==> config.mk <==
export PLATFORM = sky130hd
export DESIGN_NAME = bandai_mapper_gen_flat
export DESIGN_NICKNAME = d
export VERILOG_FILES = /design/src/rtl/bandai_mapper_gen_if.sv /design/src/rtl/bandai_mapper_gen.sv /design/src/flat_wrapper.sv
export SDC_FILE = /design/constraint.sdc
export NUM_CORES = 1
export LEC_CHECK = 0
export CORE_UTILIZATION = 41
export CTS_CLUSTER_DIAMETER = 120
export DETAILED_ROUTE_END_ITERATION = 8
export GPL_TIMING_DRIVEN = 0
export HOLD_SLACK_MARGIN = 0.1
export MAX_ROUTING_LAYER = met4
export PLACE_DENSITY_LB_ADDON = 0.12
export SLEW_MARGIN = 40
export SYNTH_ARGS = -nofsm -noshare
export SYNTH_HDL_FRONTEND = slang
export SYNTH_SLANG_ARGS = --single-unit
==> constraint.sdc <==
create_clock -name i_clk -period 2.3 [get_ports i_clk]
set_input_delay 0.69 -clock i_clk [delete_from_list [all_inputs] [get_ports i_clk]]
set_output_delay 0.69 -clock i_clk [all_outputs]
set_load 0.01 [all_outputs]
==> run_1/io_fan.png <==
Scale: 4 px per um.
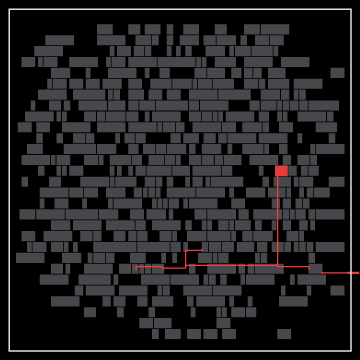
Key: red = `io_bus_locked` [bits 1, direction output, edge right, end cells 1, buffers 1, wire 84.6 um]
# port buffers: 42
IO Pins: 43

==> run_1/clk_routes.png <==
Scale: 6 px per um.
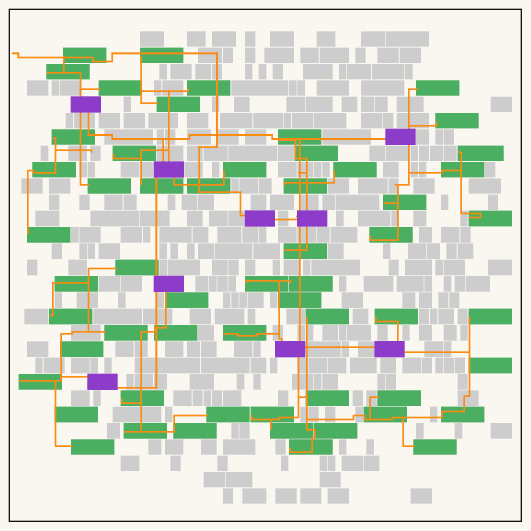
Key: green = flip-flops [count 57]; purple = clock drivers [count 9]; orange = clock wires [length 769 um]
There are 10 routed clock nets.
worst-case clock skew: 0.0134 ns
Clk. pwr: 0.933 mW
clock network power share: 42.9%

==> run_1/layer_met2.png <==
Scale: 6 px per um. Cells faint in the background.
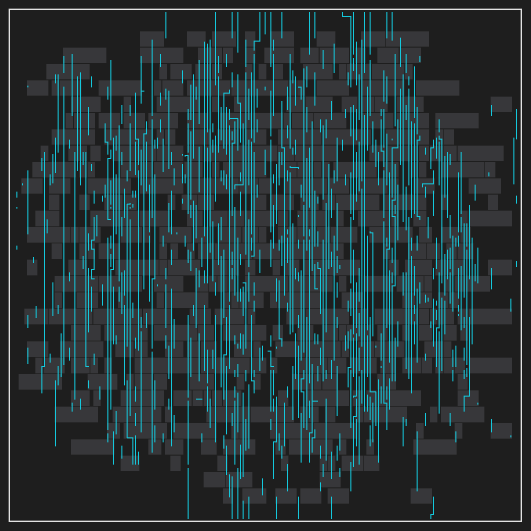
339 nets have wire on it. The layer holds 48% of the routed length. The wires run mostly vertical. The layer carries 3980 um of wire.
routed vias: 2602
met2 GRT Util: 40.1%

==> run_1/clocks.png <==
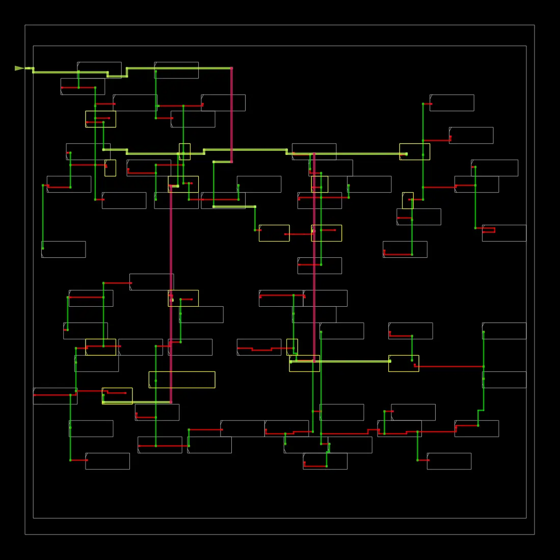
num sequential: 57
Worst-Skew Late Latency: 0.35 ns
clock sink count: 57
CLK BUF: 10

==> out/qor.yml <==
critPathTopFamily: "multiplexers"
min_path_cells: 1
internal_power_mw: 1.64
rows: 29
yosys.area.top_type: "dfxtp_1"
worst_slew_pin_slew_ns: 0.718
fin_hold_ws_ns: 0.378
finalCritPeriodShare_pct: 106
slew_violations: 0
syn-mean-instance-area_um2: 9.07
grt_antenna_before_repair: 0
slowest_stage: "mux4_2"
power_switching_mw: 0.533
synth.distinct_cells: 47
synth_nets: 336
worst-path-stages: 6
dieWidth_um: 85.1
antenna_left: 0
m1WireLength_um: 3780
dieArea_mm2: 0.00724
rrSetupSlack_ns: 0.35
critPathBufInv: 4
rsz0062_at_grt: "true"
pg_comb_mw: 0.250
synthArstFlopShare_pct: 0
area_growth_pct: 39.9
fin_nets: 414
drtIter0Drc: 131
cts_root_buf: "clkbuf_8"
grt_overflow: 0
fmax_mhz: 409
synth_top_area_share_pct: 40.3
detail_route.vias_per_cell: 5.51
fp_util_pct: 43.6
ys_cells: 312
hp-class: "reg -> reg"
top_cell: "dfxtp_1"
cp_common_cell: "buf_8"
tns_ns: -1.48
powerSeq_mw: 0.994
required_ns: 1.61
design_area_mm2: 0.00396
ys_sh_simple_pct: 23.4
critPathLaunchType: "primary input"
slowest_delay_ns: 0.50
dp.final_hpwl_um: 5240
post_cts_buffers: 16
grt_max_degree: 11
gr-usage-met1_pct: 30.7
edf_count: 0
slew_headroom_pct: 52.1
wl_met3_um: 281
layout.cells.most_common: "dfxtp_1"
cts_resized: 181
finalHoldViolCount: 0
critPathMaxFanout: 5
leakage_nw: 1.54
synthAoiAreaFrac_pct: 15.2
synth-adder-area-share_pct: 0.884
place_area_mm2: 0.00335
grt_use_total_pct: 24.9
cts_buffers: 9
grt_pass1_vias: 2556
fill_cells: 566
most-common-layout-cells: "56 x dfxtp_1, 38 x nor2_1, 29 x nand2_1"
ys_chip_area_mm2: 0.00283
clockBufferDepth: 2
yosys-top-cells-count: "57 x dfxtp_1, 40 x nor2_1, 31 x nand2_1"
syn_inst: 312
numSynthFlops: 57
peakVddDrop_uv: 365
gr-usage-met3_pct: 5.45
htreeDepth: 3
critPathArrivalTime_ns: 1.76
warnings: 29
run_status: "finished with violations"
fin_ws_ns: -0.147
endpoint_kind: "output port"
num_antenna_cells: 0
routedWlPerCell_um: 17.5
drive_above_1_share_pct: 31.9
wl_um: 8250
crit_type: "in -> out"
maxPowerGroup: "registers"
grt_pass1_wl_um: 13100
finalCriticalPeriod_ns: 2.45
cts_hold_buf: 0
clk_pin_slew_worst_paths_ns: 0.08
cap_violations: 0
violations: "setup timing"
synth_seq_share_pct: 40.3
p_seq_share_pct: 45.7
powerDensity_mw_per_mm2: 550
cts_tree: "built"
ys_top_logic_family: "simple AND/OR/NAND/NOR gates"
mux_area_share_pct: 14.9
swShare_pct: 24.5
xor_share_pct: 0.309
dr.pass1.iters: 4
drc: 0
reg2reg_depth: 6
ff_type: "dfxtp_1"
combPwrFrac_pct: 11.5
ys_top_cells_by_area: "dfxtp_1 40%, mux2i_1 7.8%, mux4_2 6.4%"
syn_area_mm2: 0.00283
place.gp.congestion: 0.881
coreArea_mm2: 0.00649
crit_chain: "buf_8 -> buf_8 -> buf_12 -> mux4_2 -> nor2b_4 -> buf_6"
setup_viol: 14
top_layer_used: "met4"
ys_warn_count: 0
busiest_layer: "met2"
met2RoutedLength_um: 3980
die_h_um: 85.1
run 1: per-stage QoR:
stage,cells,utilization [%],setup slack (ns),power (mW)
floorplan,312,-,0.0257,1.10
global placement,431,51.6,-1.34,1.20
detailed placement,431,51.6,-1.30,1.20
CTS,464,59.0,-0.142,2.17
global route,472,61.0,-0.176,2.25
finish,472,61.0,-0.147,2.18
run 1: cell type report:
cell class / instances / area (um^2) / share of cell area (%)
Inverter: 16 / 60.1 / 1.52
Sequential cell: 57 / 1140 / 28.9
Timing Repair Buffer: 67 / 606 / 15.3
Buffer: 16 / 123 / 3.10
Clock buffer: 10 / 138 / 3.48
Clock inverter: 6 / 57.6 / 1.45
Multi-Input combinational cell: 223 / 1740 / 43.9
Tap cell: 77 / 96.3 / 2.43
Power and IR drop assume default switching activity.
